Fig. 1: sequential cells grouped by signal name
Bar = 50 µm. Other sequential cells in the stronger grey, the rest of the logic in the fainter grey.
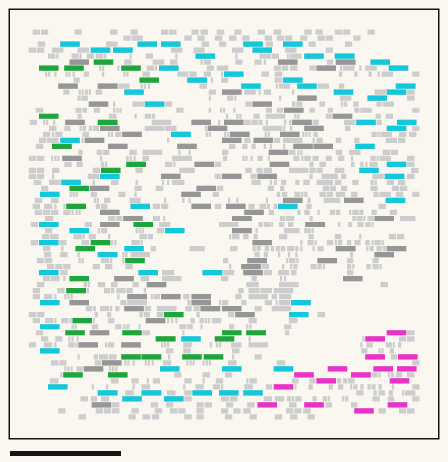
Fig. 2: routing congestion
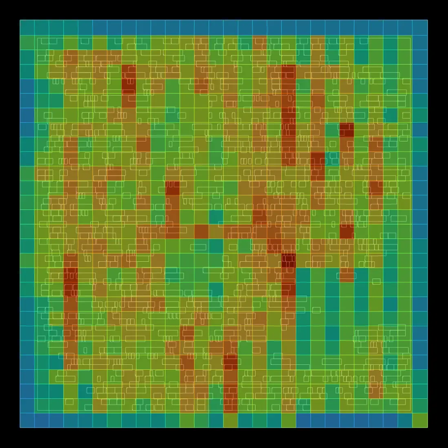
Fig. 3: selected gate families
Bar = 50 µm.
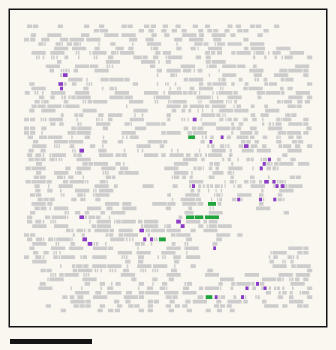
Fig. 4: close-up of the layout
Bar = 5 µm. Window x 87 to 107, y 126 to 146 µm. Cells in grey, sequential cells in the stronger grey; small squares are vias.
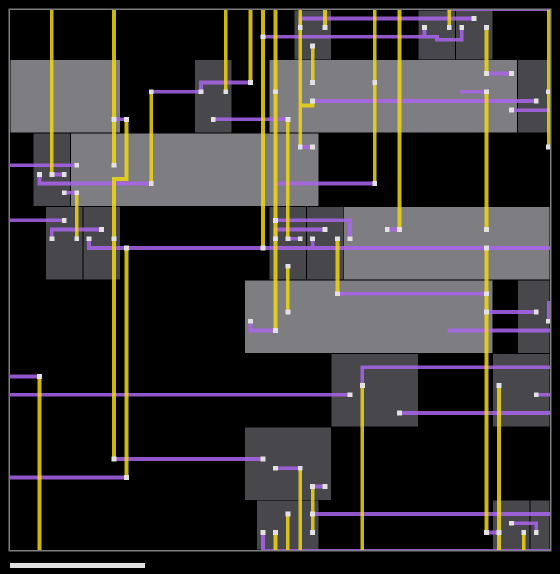
Fig. 5: wiring by layer
Bar = 50 µm.
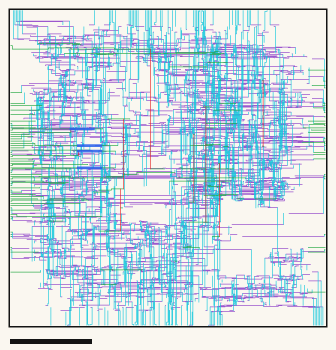
$ cat src/rtl/dragon_pkg.sv
// Shared definitions for the ADC sextet stream stages: frame markers,
// input word field positions and the packetizer state encoding.
package dragon_pkg;

    localparam logic [15:0] SOF_MARK = 16'hA55A;
    localparam logic [15:0] EOF_MARK = 16'h5AA5;

    // Input sextet word layout
    localparam int ADC_BIT    = 63;
    localparam int SHIFT_BIT  = 62;
    localparam int SWITCH_BIT = 61;
    localparam int FLAGS_MSB  = ADC_BIT;
    localparam int FLAGS_LSB  = SWITCH_BIT;
    localparam int IDX_MSB    = 60;
    localparam int IDX_LSB    = 48;
    localparam int SAMPLE_MSB = 47;

    typedef enum logic [1:0] {
        HUNT    = 2'd0,
        HEADER  = 2'd1,
        BODY    = 2'd2,
        TRAILER = 2'd3
    } state_t;

endpackage

$ cat src/rtl/out_stage_reg.sv
// Single-entry valid/ready holding register. Loads whenever it is empty or
// its content is being accepted, so it sustains one word per clock and keeps
// data stable while the sink stalls.
module out_stage_reg #(
    parameter int W = 66
) (
    input  logic         clk,
    input  logic         rst_n,
    input  logic [W-1:0] inData,
    input  logic         inValid,
    output logic         inReady,
    output logic [W-1:0] outData,
    output logic         outValid,
    input  logic         outReady
);

    assign inReady = !outValid || outReady;

    // Holding register; data only reloads when a new word is taken in.
    always_ff @(posedge clk or negedge rst_n) begin
        if (!rst_n) begin
            outValid <= 1'b0;
            outData  <= '0;
        end else if (inReady) begin
            outValid <= inValid;
            if (inValid) begin
                outData <= inData;
            end
        end
    end

endmodule

$ cat src/rtl/frame_packetizer.sv
// Frame packetizer: hunts for sextet index 0, checks the index sequence and
// flag bits of each frame, and wraps the frame between a header and a
// trailer word on a registered valid/ready output.
//
// state   | meaning
// HUNT    | discard words until the FIFO head carries index 0
// HEADER  | emit header for the pending index-0 word, latch frame setup
// BODY    | forward words while index and flags match expectation
// TRAILER | emit trailer with error flag and last forwarded index
module frame_packetizer
    import dragon_pkg::*;
#(
    parameter int IDX_W  = 13,
    parameter int FCNT_W = 32
) (
    input  logic              clk,
    input  logic              rst_n,
    input  logic [IDX_W-1:0]  frame_length,
    input  logic [63:0]       in_data,
    input  logic              in_valid,
    output logic              in_ready,
    output logic [63:0]       out_data,
    output logic              out_valid,
    input  logic              out_ready,
    output logic              out_sof,
    output logic              out_eof,
    output logic [FCNT_W-1:0] frame_cnt,
    output logic [15:0]       err_cnt
);

    state_t state, stateNext;

    logic [IDX_W-1:0]  len_q;
    logic [2:0]        flags_q;
    logic [IDX_W-1:0]  exp_idx;
    logic [IDX_W-1:0]  lastIdx;
    logic [FCNT_W-1:0] curFrame;
    logic              errQ;

    logic [IDX_W-1:0] headIdx;
    logic [2:0]       headFlags;
    logic             match;
    logic             isLast;
    logic             slotFree;
    logic             push;
    logic [65:0]      pushData;
    logic [65:0]      stageData;

    assign headIdx   = in_data[IDX_LSB +: IDX_W];
    assign headFlags = in_data[FLAGS_MSB:FLAGS_LSB];
    assign match     = (headIdx == exp_idx) && (headFlags == flags_q);
    assign isLast    = (headIdx == len_q);

    // State register.
    always_ff @(posedge clk or negedge rst_n) begin
        if (!rst_n) begin
            state <= HUNT;
        end else begin
            state <= stateNext;
        end
    end

    // Next-state decode.
    always_comb begin
        stateNext = state;
        case (state)
            HUNT: begin
                if (in_valid && headIdx == '0) begin
                    stateNext = HEADER;
                end
            end
            HEADER: begin
                if (in_valid && slotFree) begin
                    stateNext = BODY;
                end
            end
            BODY: begin
                if (in_valid) begin
                    if (!match) begin
                        stateNext = TRAILER;
                    end else if (slotFree && isLast) begin
                        stateNext = TRAILER;
                    end
                end
            end
            TRAILER: begin
                if (slotFree) begin
                    stateNext = HUNT;
                end
            end
            default: stateNext = HUNT;
        endcase
    end

    // Output decode: FIFO read strobe and the word offered to the output stage.
    // A mismatching word is never read in BODY so HUNT can re-examine it.
    always_comb begin
        in_ready = 1'b0;
        push     = 1'b0;
        pushData = '0;
        case (state)
            HUNT: begin
                in_ready = (headIdx != '0);
            end
            HEADER: begin
                push     = in_valid;
                pushData = {1'b1, 1'b0, SOF_MARK, headFlags, frame_length, frame_cnt};
            end
            BODY: begin
                in_ready = slotFree && (!in_valid || match);
                push     = in_valid && match;
                pushData = {1'b0, 1'b0, in_data};
            end
            TRAILER: begin
                push     = 1'b1;
                pushData = {1'b0, 1'b1, EOF_MARK, errQ, 2'b00, lastIdx, curFrame};
            end
            default: ;
        endcase
    end

    // Frame bookkeeping: setup latched at header, progress tracked in body.
    always_ff @(posedge clk or negedge rst_n) begin
        if (!rst_n) begin
            len_q     <= '0;
            flags_q   <= '0;
            exp_idx   <= '0;
            lastIdx   <= '0;
            curFrame  <= '0;
            errQ      <= 1'b0;
            frame_cnt <= '0;
            err_cnt   <= '0;
        end else begin
            case (state)
                HEADER: begin
                    if (in_valid && slotFree) begin
                        len_q     <= frame_length;
                        flags_q   <= headFlags;
                        exp_idx   <= '0;
                        lastIdx   <= '0;
                        errQ      <= 1'b0;
                        curFrame  <= frame_cnt;
                        frame_cnt <= frame_cnt + 1'b1;
                    end
                end
                BODY: begin
                    if (in_valid) begin
                        if (!match) begin
                            errQ <= 1'b1;
                        end else if (slotFree) begin
                            lastIdx <= headIdx;
                            exp_idx <= exp_idx + 1'b1;
                        end
                    end
                end
                TRAILER: begin
                    if (slotFree && errQ && err_cnt != 16'hFFFF) begin
                        err_cnt <= err_cnt + 1'b1;
                    end
                end
                default: ;
            endcase
        end
    end

    out_stage_reg #(.W(66)) u_out (
        .clk      (clk),
        .rst_n    (rst_n),
        .inData   (pushData),
        .inValid  (push),
        .inReady  (slotFree),
        .outData  (stageData),
        .outValid (out_valid),
        .outReady (out_ready)
    );

    assign {out_sof, out_eof, out_data} = stageData;

endmodule

$ cat config.mk
export PLATFORM = sky130hd
export DESIGN_NAME = frame_packetizer
export DESIGN_NICKNAME = d
export VERILOG_FILES = /design/src/rtl/dragon_pkg.sv /design/src/rtl/out_stage_reg.sv /design/src/rtl/frame_packetizer.sv
export SDC_FILE = /design/constraint.sdc
export NUM_CORES = 1
export LEC_CHECK = 0
export CORE_MARGIN = 8
export CORE_UTILIZATION = 30
export DETAILED_ROUTE_END_ITERATION = 6
export PLACE_DENSITY_LB_ADDON = 0.1
export SYNTH_ARGS = -nofsm -noshare
export SYNTH_HDL_FRONTEND = slang
export SYNTH_HIERARCHICAL = 1
export SYNTH_SLANG_ARGS = --single-unit
$ cat constraint.sdc
create_clock -name clk -period 3.4 [get_ports clk]
set_input_delay 0.34 -clock clk [delete_from_list [all_inputs] [get_ports clk]]
set_output_delay 0.34 -clock clk [all_outputs]
set_load 0.01 [all_outputs]
==> run_results.csv <==
group,metric,value,unit
floorplan,initCoreUtil,30.21,%
power,power_frac_seq,34.3,%
hold_path,worstHoldStart,"frame_length[8]",
timing,fin_crit_sh,88.48,%
timing,setup_viol,0,
yosys,async_reset_ff_share,100.0,%
worst_setup_path,crit_path_max_fanout,9,
floorplan,coreArea,31310,µm²
finish,largest_cell_class,"registers",
yosys,ys_types,58,
floorplan,rows,65,
yosys,top_cell,"dfrtp_1",
timing,setup_ws,391.6,ps
worst_setup_path,crit_buf_inv,2,
power,power_density,734.1,nW/µm²
floorplan,chipArea,37470,µm²
yosys,yosys-top-cells-count,"dfrtp_1, nand2_1, nor2_1",
detailed_routing,ant_nets,0,
floorplan,die_y,193.6,µm
cts,cts.clk_slew.worst_paths,80,ps
yosys,syn-num-nets,966,
finish,final_layout_top_logic_cells,"clkdlybuf4s50_1, dfrtp_1, nand2_1",
yosys,top_area_cell,"dfrtp_1",
global_route,grt_pass1_vias,8065,
floorplan,tap-cell-count,402,
yosys,flop_cell,"dfrtp_1",
detailed_routing,drt_first_pass_iters,5,
placement,portBuffers,196,
timing,drv_slew,0,
yosys,topCellsByArea,"dfrtp_1, nand2_1, mux2_4",
cts,ctsHoldBuffers,1,
yosys,ys_cells,878,
timing,rsz0062_at_grt,"false",
yosys,synthesis.area,9460,µm²
power,maxPowerGroup,"combinational logic",
yosys,ys_seq_share,50.79,%
detailed_routing,top_layer,"met5",
yosys,logic_family,"simple AND/OR/NAND/NOR gates",
worst_setup_path,cp.depth,7,
power,finalPower,0.009167,W
timing,setup_tns,0,ps
detailed_routing,first_iter_violations,592,
finish,syn_to_final_growth,31.99,%
cts,cts-root-buf,"clkbuf_16",
yosys,yosysChipArea,9460,µm²
worst_setup_path,crit_type,"in -> out",
outcome,status,"complete, no violations",
detailed_routing,viasPerCell,5.049,
flow_run,max-cap-violations,0,
flow_run,warnings,29,
worst_setup_path,setup.worst_path.end_class,"primary output",
worst_setup_path,r2r-start,"state[1]",
yosys,xor_share,6.944,%
power,clockPowerShare,22.1,%
finish,regMostFlops,"u_out/outData",
finish,nFillCells,3072,
worst_setup_path,crit_start,"in_data[52]",
cts,cts_max_path_buffers,2,
yosys,syn_area_per_cell,10.77,µm²
## Picture notes: Fig. 1
Key: magenta = `err_cnt` [sequential cells 16, where lower right]; green = `curFrame` [sequential cells 32]; cyan = `u_out/outData` [sequential cells 66, where all over the die]
Seq power: 0.00314 W
Reg area: 4805 µm²
flop share of the area: 38.48%

## Picture notes: Fig. 2
Final Core Density: 39.88%
M3 GR Usage: 4.599%
GR peak layer: met2

## Picture notes: Fig. 3
Key: green = adder and majority cells [cells 7]; purple = AND and OR gates [cells 33]
Comb area share: 34.55%
final cell count without fillers: 1479
Commonest Layout Cell: clkdlybuf4s50_1

## Picture notes: Fig. 4
Key: yellow = met2; purple = met1
Most frequent: nand2_1 (11), dfrtp_1 (4), xnor2_1 (2). Netlist names of flops here include `len_q` (4). Sequential cells in the window: 4. 19 logic cells have their middle in the window.

## Picture notes: Fig. 5
Key: blue = met5 [wire length 55.2 µm]; cyan = met2 [wire length 14700 µm]; red = met4 [wire length 345 µm]; green = met3 [wire length 1990 µm]; purple = met1 [wire length 14800 µm]
final wirelength: 31.89 mm
wire per inst: 21.56 µm
gr usage total: 16.98%
total vias in the final route: 7468

Power figures rest on the tool's default switching activity, not on a simulated workload.
